The metal 1 layer:
The bar under the picture is 20 um long.
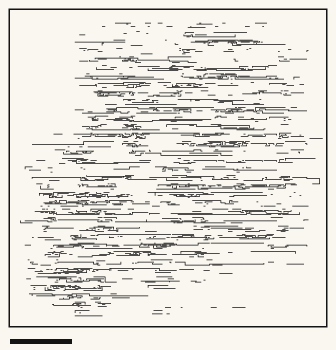
The metal 2 layer:
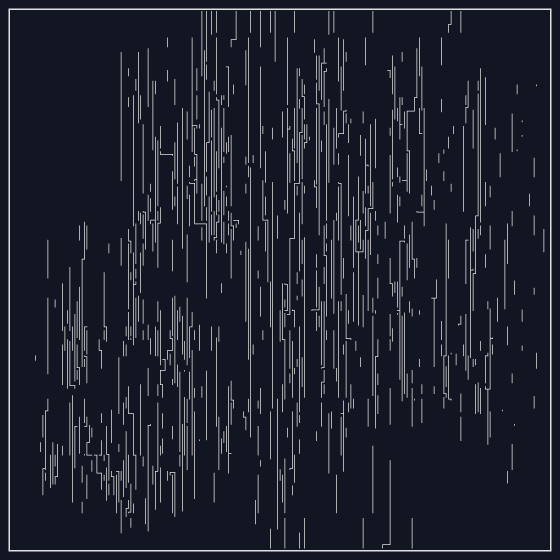
[src/rtl/uart_rx_pkt.sv]
// uart_rx_pkt: oversampling UART receiver that deframes DATA_BITS-wide characters
// (LSB first, one start bit, one stop bit) and assembles NUM_BYTES of them into a
// single packet word on rpd, announced by a one-clock rcv_done pulse.
// Framing errors drop the partial packet; an inter-byte idle timeout aborts it.
// Optional even-parity checking: define UART_RX_PKT_PARITY_EN to add the PAR state
// and the par_err output.
module uart_rx_pkt #(
    parameter int DATA_BITS = 8,
    parameter int NUM_BYTES = 4,
    parameter int OVS       = 16,
    parameter int IDLE_TO   = 160
) (
    input  logic                           clk,
    input  logic                           rst,
    input  logic                           rxck,
    input  logic                           rxsd,
    output logic                           rcv_done,
    output logic [NUM_BYTES*DATA_BITS-1:0] rpd,
    output logic [$clog2(NUM_BYTES)-1:0]   byte_cnt,
    output logic                           frm_err,
`ifdef UART_RX_PKT_PARITY_EN
    output logic                           par_err,
`endif
    output logic                           pkt_abort
);

    localparam int TW  = $clog2(OVS);
    localparam int IW  = $clog2(IDLE_TO + 1);
    localparam int BCW = $clog2(NUM_BYTES);
    localparam int BW  = $clog2(DATA_BITS);
    localparam int PW  = NUM_BYTES * DATA_BITS;

    localparam logic [TW-1:0]  HALF_LAST = TW'(OVS / 2 - 1);
    localparam logic [TW-1:0]  FULL_LAST = TW'(OVS - 1);
    localparam logic [BW-1:0]  BIT_LAST  = BW'(DATA_BITS - 1);
    localparam logic [BCW-1:0] BYTE_LAST = BCW'(NUM_BYTES - 1);
    localparam logic [IW-1:0]  IDLE_LAST = IW'(IDLE_TO - 1);

    typedef enum logic [2:0] {
        S_IDLE  = 3'd0,
        S_START = 3'd1,
        S_DATA  = 3'd2,
        S_STOP  = 3'd3
`ifdef UART_RX_PKT_PARITY_EN
        , S_PAR = 3'd4
`endif
    } state_t;

    state_t                 state_q, state_d;
    logic                   rxsd_meta_q, rxsd_meta_d;
    logic                   rxsd_sync_q, rxsd_sync_d;
    logic [TW-1:0]          tick_cnt_q, tick_cnt_d;
    logic [BW-1:0]          bit_cnt_q, bit_cnt_d;
    logic [DATA_BITS-1:0]   shift_q, shift_d;
    logic [BCW-1:0]         byte_cnt_q, byte_cnt_d;
    logic [IW-1:0]          idle_cnt_q, idle_cnt_d;
    logic [PW-1:0]          rpd_q, rpd_d;
    logic                   rcv_done_q, rcv_done_d;
    logic                   frm_err_q, frm_err_d;
    logic                   pkt_abort_q, pkt_abort_d;
`ifdef UART_RX_PKT_PARITY_EN
    logic                   par_bit_q, par_bit_d;
    logic                   par_err_q, par_err_d;
    logic                   par_smp;
    logic                   par_bad;
`endif

    // Decoded events; every one is qualified by rxck so nothing moves between ticks
    logic          tick_half;
    logic          tick_full;
    logic          start_det;
    logic          start_smp;
    logic          data_smp;
    logic          data_last;
    logic          stop_smp;
    logic          char_ok;
    logic          char_store;
    logic          pkt_complete;
    logic [PW-1:0] pkt_full;

    assign rxsd_meta_d = rxsd;
    assign rxsd_sync_d = rxsd_meta_q;

    assign tick_half = (tick_cnt_q == HALF_LAST);
    assign tick_full = (tick_cnt_q == FULL_LAST);
    assign start_det = rxck && (state_q == S_IDLE) && !rxsd_sync_q;
    assign start_smp = rxck && (state_q == S_START) && tick_half;
    assign data_smp  = rxck && (state_q == S_DATA) && tick_full;
    assign data_last = data_smp && (bit_cnt_q == BIT_LAST);
    assign stop_smp  = rxck && (state_q == S_STOP) && tick_full;

`ifdef UART_RX_PKT_PARITY_EN
    assign par_smp = rxck && (state_q == S_PAR) && tick_full;
    // Even parity: data bits plus parity bit must hold an even number of ones
    assign par_bad = ^{shift_q, par_bit_q};
    assign char_ok = rxsd_sync_q && !par_bad;
`else
    assign char_ok = rxsd_sync_q;
`endif

    assign char_store   = stop_smp && char_ok;
    assign pkt_complete = char_store && (byte_cnt_q == BYTE_LAST);

    // Working buffer: characters 0..NUM_BYTES-2 wait here; the final character is
    // taken straight from the shift register so the whole packet lands in one edge.
    genvar gi;
    generate
        for (gi = 0; gi < NUM_BYTES - 1; gi++) begin : g_buf
            logic [DATA_BITS-1:0] char_q, char_d;

            // Capture the received character when it is stored into this slot
            always_comb begin
                char_d = char_q;
                if (char_store && (byte_cnt_q == BCW'(gi))) begin
                    char_d = shift_q;
                end
            end

            // Buffer slot register
            always_ff @(posedge clk or negedge rst) begin
                if (!rst) begin
                    char_q <= '0;
                end else begin
                    char_q <= char_d;
                end
            end

            assign pkt_full[gi*DATA_BITS +: DATA_BITS] = char_q;
        end
    endgenerate

    assign pkt_full[PW-1 -: DATA_BITS] = shift_q;

    // Two-flop synchroniser for the asynchronous serial line (idles high)
    always_ff @(posedge clk or negedge rst) begin
        if (!rst) begin
            rxsd_meta_q <= 1'b1;
            rxsd_sync_q <= 1'b1;
        end else begin
            rxsd_meta_q <= rxsd_meta_d;
            rxsd_sync_q <= rxsd_sync_d;
        end
    end

    // FSM state register
    always_ff @(posedge clk or negedge rst) begin
        if (!rst) begin
            state_q <= S_IDLE;
        end else begin
            state_q <= state_d;
        end
    end

    // FSM next-state logic: start detect, start-bit check, data, (parity), stop
    always_comb begin
        state_d = state_q;
        case (state_q)
            S_IDLE: begin
                if (start_det) state_d = S_START;
            end
            S_START: begin
                // A high sample at mid start bit is a glitch: return quietly
                if (start_smp) state_d = rxsd_sync_q ? S_IDLE : S_DATA;
            end
            S_DATA: begin
`ifdef UART_RX_PKT_PARITY_EN
                if (data_last) state_d = S_PAR;
`else
                if (data_last) state_d = S_STOP;
`endif
            end
`ifdef UART_RX_PKT_PARITY_EN
            S_PAR: begin
                if (par_smp) state_d = S_STOP;
            end
`endif
            S_STOP: begin
                // Leave at mid stop bit so a following start edge is seen at once
                if (stop_smp) state_d = S_IDLE;
            end
            default: state_d = S_IDLE;
        endcase
    end

    // FSM output/datapath logic: counters, shifting, packet assembly, pulses
    always_comb begin
        tick_cnt_d  = tick_cnt_q;
        bit_cnt_d   = bit_cnt_q;
        shift_d     = shift_q;
        byte_cnt_d  = byte_cnt_q;
        idle_cnt_d  = '0;
        rpd_d       = rpd_q;
        rcv_done_d  = 1'b0;
        frm_err_d   = 1'b0;
        pkt_abort_d = 1'b0;
`ifdef UART_RX_PKT_PARITY_EN
        par_bit_d   = par_bit_q;
        par_err_d   = 1'b0;
`endif

        // Oversample counter: half bit in START, full bits afterwards
        if (rxck) begin
            case (state_q)
                S_START: tick_cnt_d = tick_half ? '0 : tick_cnt_q + 1'b1;
                S_DATA,
`ifdef UART_RX_PKT_PARITY_EN
                S_PAR,
`endif
                S_STOP:  tick_cnt_d = tick_full ? '0 : tick_cnt_q + 1'b1;
                default: tick_cnt_d = '0;
            endcase
        end

        if (start_smp) begin
            bit_cnt_d = '0;
        end

        // LSB arrives first, so shift right and insert at the top
        if (data_smp) begin
            shift_d   = {rxsd_sync_q, shift_q[DATA_BITS-1:1]};
            bit_cnt_d = data_last ? '0 : bit_cnt_q + 1'b1;
        end

`ifdef UART_RX_PKT_PARITY_EN
        if (par_smp) begin
            par_bit_d = rxsd_sync_q;
        end
`endif

        // Stop-bit sample decides whether the character joins the packet
        if (stop_smp) begin
            frm_err_d = !rxsd_sync_q;
`ifdef UART_RX_PKT_PARITY_EN
            par_err_d = par_bad;
`endif
            if (pkt_complete) begin
                rpd_d      = pkt_full;
                rcv_done_d = 1'b1;
                byte_cnt_d = '0;
            end else if (char_store) begin
                byte_cnt_d = byte_cnt_q + 1'b1;
            end else begin
                byte_cnt_d = '0;
            end
        end

        // Inter-byte timeout; a start edge on the expiry tick takes priority
        if ((state_q == S_IDLE) && (byte_cnt_q != '0)) begin
            idle_cnt_d = idle_cnt_q;
            if (rxck) begin
                if (!rxsd_sync_q) begin
                    idle_cnt_d = '0;
                end else if (idle_cnt_q == IDLE_LAST) begin
                    idle_cnt_d  = '0;
                    byte_cnt_d  = '0;
                    pkt_abort_d = 1'b1;
                end else begin
                    idle_cnt_d = idle_cnt_q + 1'b1;
                end
            end
        end
    end

    // Datapath and output registers
    always_ff @(posedge clk or negedge rst) begin
        if (!rst) begin
            tick_cnt_q  <= '0;
            bit_cnt_q   <= '0;
            shift_q     <= '0;
            byte_cnt_q  <= '0;
            idle_cnt_q  <= '0;
            rpd_q       <= '0;
            rcv_done_q  <= 1'b0;
            frm_err_q   <= 1'b0;
            pkt_abort_q <= 1'b0;
`ifdef UART_RX_PKT_PARITY_EN
            par_bit_q   <= 1'b0;
            par_err_q   <= 1'b0;
`endif
        end else begin
            tick_cnt_q  <= tick_cnt_d;
            bit_cnt_q   <= bit_cnt_d;
            shift_q     <= shift_d;
            byte_cnt_q  <= byte_cnt_d;
            idle_cnt_q  <= idle_cnt_d;
            rpd_q       <= rpd_d;
            rcv_done_q  <= rcv_done_d;
            frm_err_q   <= frm_err_d;
            pkt_abort_q <= pkt_abort_d;
`ifdef UART_RX_PKT_PARITY_EN
            par_bit_q   <= par_bit_d;
            par_err_q   <= par_err_d;
`endif
        end
    end

    assign rcv_done  = rcv_done_q;
    assign rpd       = rpd_q;
    assign byte_cnt  = byte_cnt_q;
    assign frm_err   = frm_err_q;
    assign pkt_abort = pkt_abort_q;
`ifdef UART_RX_PKT_PARITY_EN
    assign par_err   = par_err_q;
`endif

endmodule
[config.mk]
export PLATFORM = sky130hd
export DESIGN_NAME = uart_rx_pkt
export DESIGN_NICKNAME = d
export VERILOG_FILES = /design/src/rtl/uart_rx_pkt.sv
export SDC_FILE = /design/constraint.sdc
export NUM_CORES = 1
export LEC_CHECK = 0
export ABC_AREA = 1
export CORE_MARGIN = 2
export CORE_UTILIZATION = 40
export DETAILED_ROUTE_END_ITERATION = 8
export PLACE_DENSITY = 0.61
export SLEW_MARGIN = 20
export SYNTH_ARGS = -nofsm -noshare
export SYNTH_HDL_FRONTEND = slang
export SYNTH_SLANG_ARGS = --single-unit
[constraint.sdc]
create_clock -name clk -period 3.2 [get_ports clk]
set_clock_uncertainty 0.1 [all_clocks]
set_input_delay 0.64 -clock clk [delete_from_list [all_inputs] [get_ports clk]]
set_output_delay 0.64 -clock clk [all_outputs]
set_load 0.01 [all_outputs]
==> Slide: Implementation Results <==
Key Metrics from the Run

Global routing
  – Pin count of the biggest net entering global routing: 61
  – Vias in the first global route: ~2900
  – Antenna violations before repair: 0
  – GR Util All Layers: 0.167
  – First-pass GRT wire length: between 10000 and 15000 um
  – Grt ovf: 0

Logic synthesis
  – Top cell type's share of synthesized area: 0.564
  – Yosys chip area: between 3000 and 4000 um2
  – Cell Type Count: 27
  – Yosys top cell by area: dfrtp_1
  – Synth Seq Share: 0.578
  – Ys Warns: 0
  – XORs/XNORs by Area: 0.00459
  – Post-synth mux share: 0
  – Complex Gates by Area: 0.0991
  – Basic Gates by Area: 0.249
  – Post-synthesis cell area: roughly 3800 um2
  – Floorplan Nets: between 400 and 500
  – Syn Area/Cell: about 8.8 um2
  – Synth Instances: between 400 and 500
  – Adder share: 0.0262
  – Ys cells: 433
  – Main logic family after synthesis: simple AND/OR/NAND/NOR gates
  – Yosys reg bits: between 80 and 90
  – Largest cells by area: dfrtp_1 56%, nand2_1 17%, o21ai_0 7.0%, ha_1 2.6%, inv_1 2.0%

Final layout
  – Final #Nets: 485
  – Dominant logic cell types in the final layout: 176 x nand2_1, 86 x dfrtp_1, 53 x o21ai_0
  – Fin util: 0.492
  – Layout area overhead: 19.2%
  – Top cell excl fill/tap: nand2_1
  – ANT cells: 0

Timing
  – Fmax: between 0.4 and 0.5 GHz
  – Min cycle time layout: between 2 and 2.5 ns
  – Worst-Margin Slew: between 0.7 and 0.8 ns
  – Final TNS setup: 0 ns
  – RSZ-0062 raised after global routing: false
  – Max_slew headroom: 0.515
  – Final Hold Vio Count: 0
  – Final setup viols: 0
  – Final Cycle Share: 0.720
  – Slew Limit Fails: 0

Pwr
  – Tot Pwr: roughly 0.0023 W
  – PwrDens: roughly 500 nW/um2
  – LEAKAGE: around 2.4 nW
  – Peak VDD IR: roughly 250 uV

Min path
  – Hold Crit Class: in -> async

Clocking
  – Postcts setup bufs: 0
  – CTS max path bufs: 2
  – H-Tree Level Count: 3
  – CTS tree: yes
  – Clock-pin slew on the worst setup and hold paths: around 0.090 ns
  – Clock latency on the worst-skew pair: ~0.36 ns
  – CTS sink count: between 80 and 90
  – Cts hold-fix bufs: 0
  – CTS Buf Count: 9
  – Post-CTS sizing: 0

Floorplan
  – Core area: a little over 9000 um2
  – Fp_density: 0.413
  – Die Height: around 100 um
  – Die width: approximately 100 um
  – Ports: ~40
  – # rows: 35
  – Die ar.: 10300 um2

Flow run
  – Tool warnings: 29
  – Total of max-cap violations: 0

Routing
  – DRT Pass-1 Iters: 4
  – Average wire per standard cell: about 13 um
  – Vias per cell: 4.78
  – 1st-iter DRT viols: about 84
  – Total Wirelength: a little under 8000 um
  – Antenna-violating nets left: 0
  – Residual DRC: 0
  – Vias: between 2000 and 3000

Placement
  – Port bufs: approximately 40
  – Routability cong.: slightly above 0.8
  – Detailed Place HPWL: about 5300 um

Worst setup path
  – CP required: approximately 3.4 ns
  – CP Max Fanout: 15
  – WS Path Type: in -> reg
  – CP Capture Type: register
  – Arr. time, crit path: approximately 2.5 ns
  – Startpoint Class: input pin

Outcome
  – Status: completed
## Picture notes: 'the metal 1 layer'
wire length on this layer: 3730 um
share of all routed wire: 47%

## Picture notes: 'the metal 2 layer'
longest straight run: 50.7 um
share of all routed wire: 48%

-- kinds of logic (layout without fill, tap and decap cells) --
family                     Yosys count  count (layout)
and+or+nand+nor                    224             224
DFF                                 88              88
AOI/OAI and AO/OA                   74              74
buffers and inverters               37              82
adders and majority gates            8               8
xor gates and xnor gates             2               2
-- routing by layer --
layer  part of all wire  up-vias  GRT usage
met1               0.47     1373      0.221
met3              0.035       10     0.0317
li1                   -     1468          -
met2               0.48       53      0.271
met5                  0        -          0
met4              0.011        0     0.0717
-- synthesized netlist by cell type --
cell type	number
nand2_1	176
dfrtp_1	86
o21ai_0	53
inv_1	20
nor2_1	20
nand3_1	15
o21ai_1	11
ha_1	8
a21oi_1	7
clkbuf_1	6
nand4_1	5
buf_4	4
buf_2	3
nor2_8	3
dfstp_2	2
nor2_2	2
nor2_4	2
buf_1	1
buf_6	1
clkinv_1	1
inv_2	1
nand2_4	1
o21a_1	1
o21bai_1	1
o31ai_1	1
xnor2_1	1
xor2_1	1
-- critical path, stage by stage --
cell and delay, ns:
clkdlybuf4s50_1 0.65, inv_1 0.16, nor2_2 0.22, nand3_1 0.39
clkinv_1 0.29, nand2_1 0.07, nand2_1 0.07
-- where the power goes --
| part | total, W | internal (W) | switching (W) | leakage, nW |
|---|---|---|---|---|
| Combinational | 0.000236 | 0.0000877 | 0.000149 | 1.08 |
| Clock | 0.000816 | 0.000392 | 0.000424 | 0.101 |
| Sequential | 0.00127 | 0.00118 | 0.0000935 | 1.21 |
-- state kept, by name, summed over array words and instances (netlist names) --
| name | count |
|---|---|
| state_q | 2 |
| idle_cnt_q | 8 |
| tick_cnt_q | 4 |
| char_ok | 1 |
| shift_q | 8 |
| g_buf.char_q | 24 |
| pkt_abort | 1 |
| rpd | 32 |
| frm_err | 1 |
| rxsd_meta_q | 1 |
| byte_cnt | 2 |
| bit_cnt_q | 3 |
| rcv_done | 1 |
-- final cells by class --
type | count | area [um2]
Fill cell | 905 | 4700
Sequential cell | 88 | 2200
Multi-Input combinational cell | 308 | 1440
Timing Repair Buffer | 44 | 440
Tap cell | 129 | 161
Clock buffer | 10 | 138
Inverter | 22 | 82.6
Clock inverter | 6 | 73.8
-- metrics by stage --
| step | hold WS, ns | setup slack, ns | cells | instance area [um2] |
|---|---|---|---|---|
| global placement | 0.249 | 0.570 | 591 | 4330 |
| global route | 0.282 | 0.659 | 607 | 4540 |
| detailed placement | 0.248 | 0.521 | 591 | 4330 |
| floorplan | 0.244 | 1.46 | 433 | 3810 |
| CTS | 0.252 | 0.893 | 607 | 4540 |
| finish | 0.235 | 0.895 | 607 | 4540 |
-- path summary, 6_finish.rpt --
kind                              from            end  slack (ns)  depth (start not counted)
max in group asynchronous          rst        char_ok        1.98                          2
min in group clk           rxsd_meta_q        char_ok        0.27                          0
setup reg to reg           byte_cnt[0]  idle_cnt_q[7]        1.16                          8
setup / recovery                  rxck     shift_q[4]        0.90                          7
hold / removal                     rst        rpd[11]        0.24                          1
hold reg to reg            rxsd_meta_q        char_ok        0.27                          0
Power and IR drop assume default switching activity.
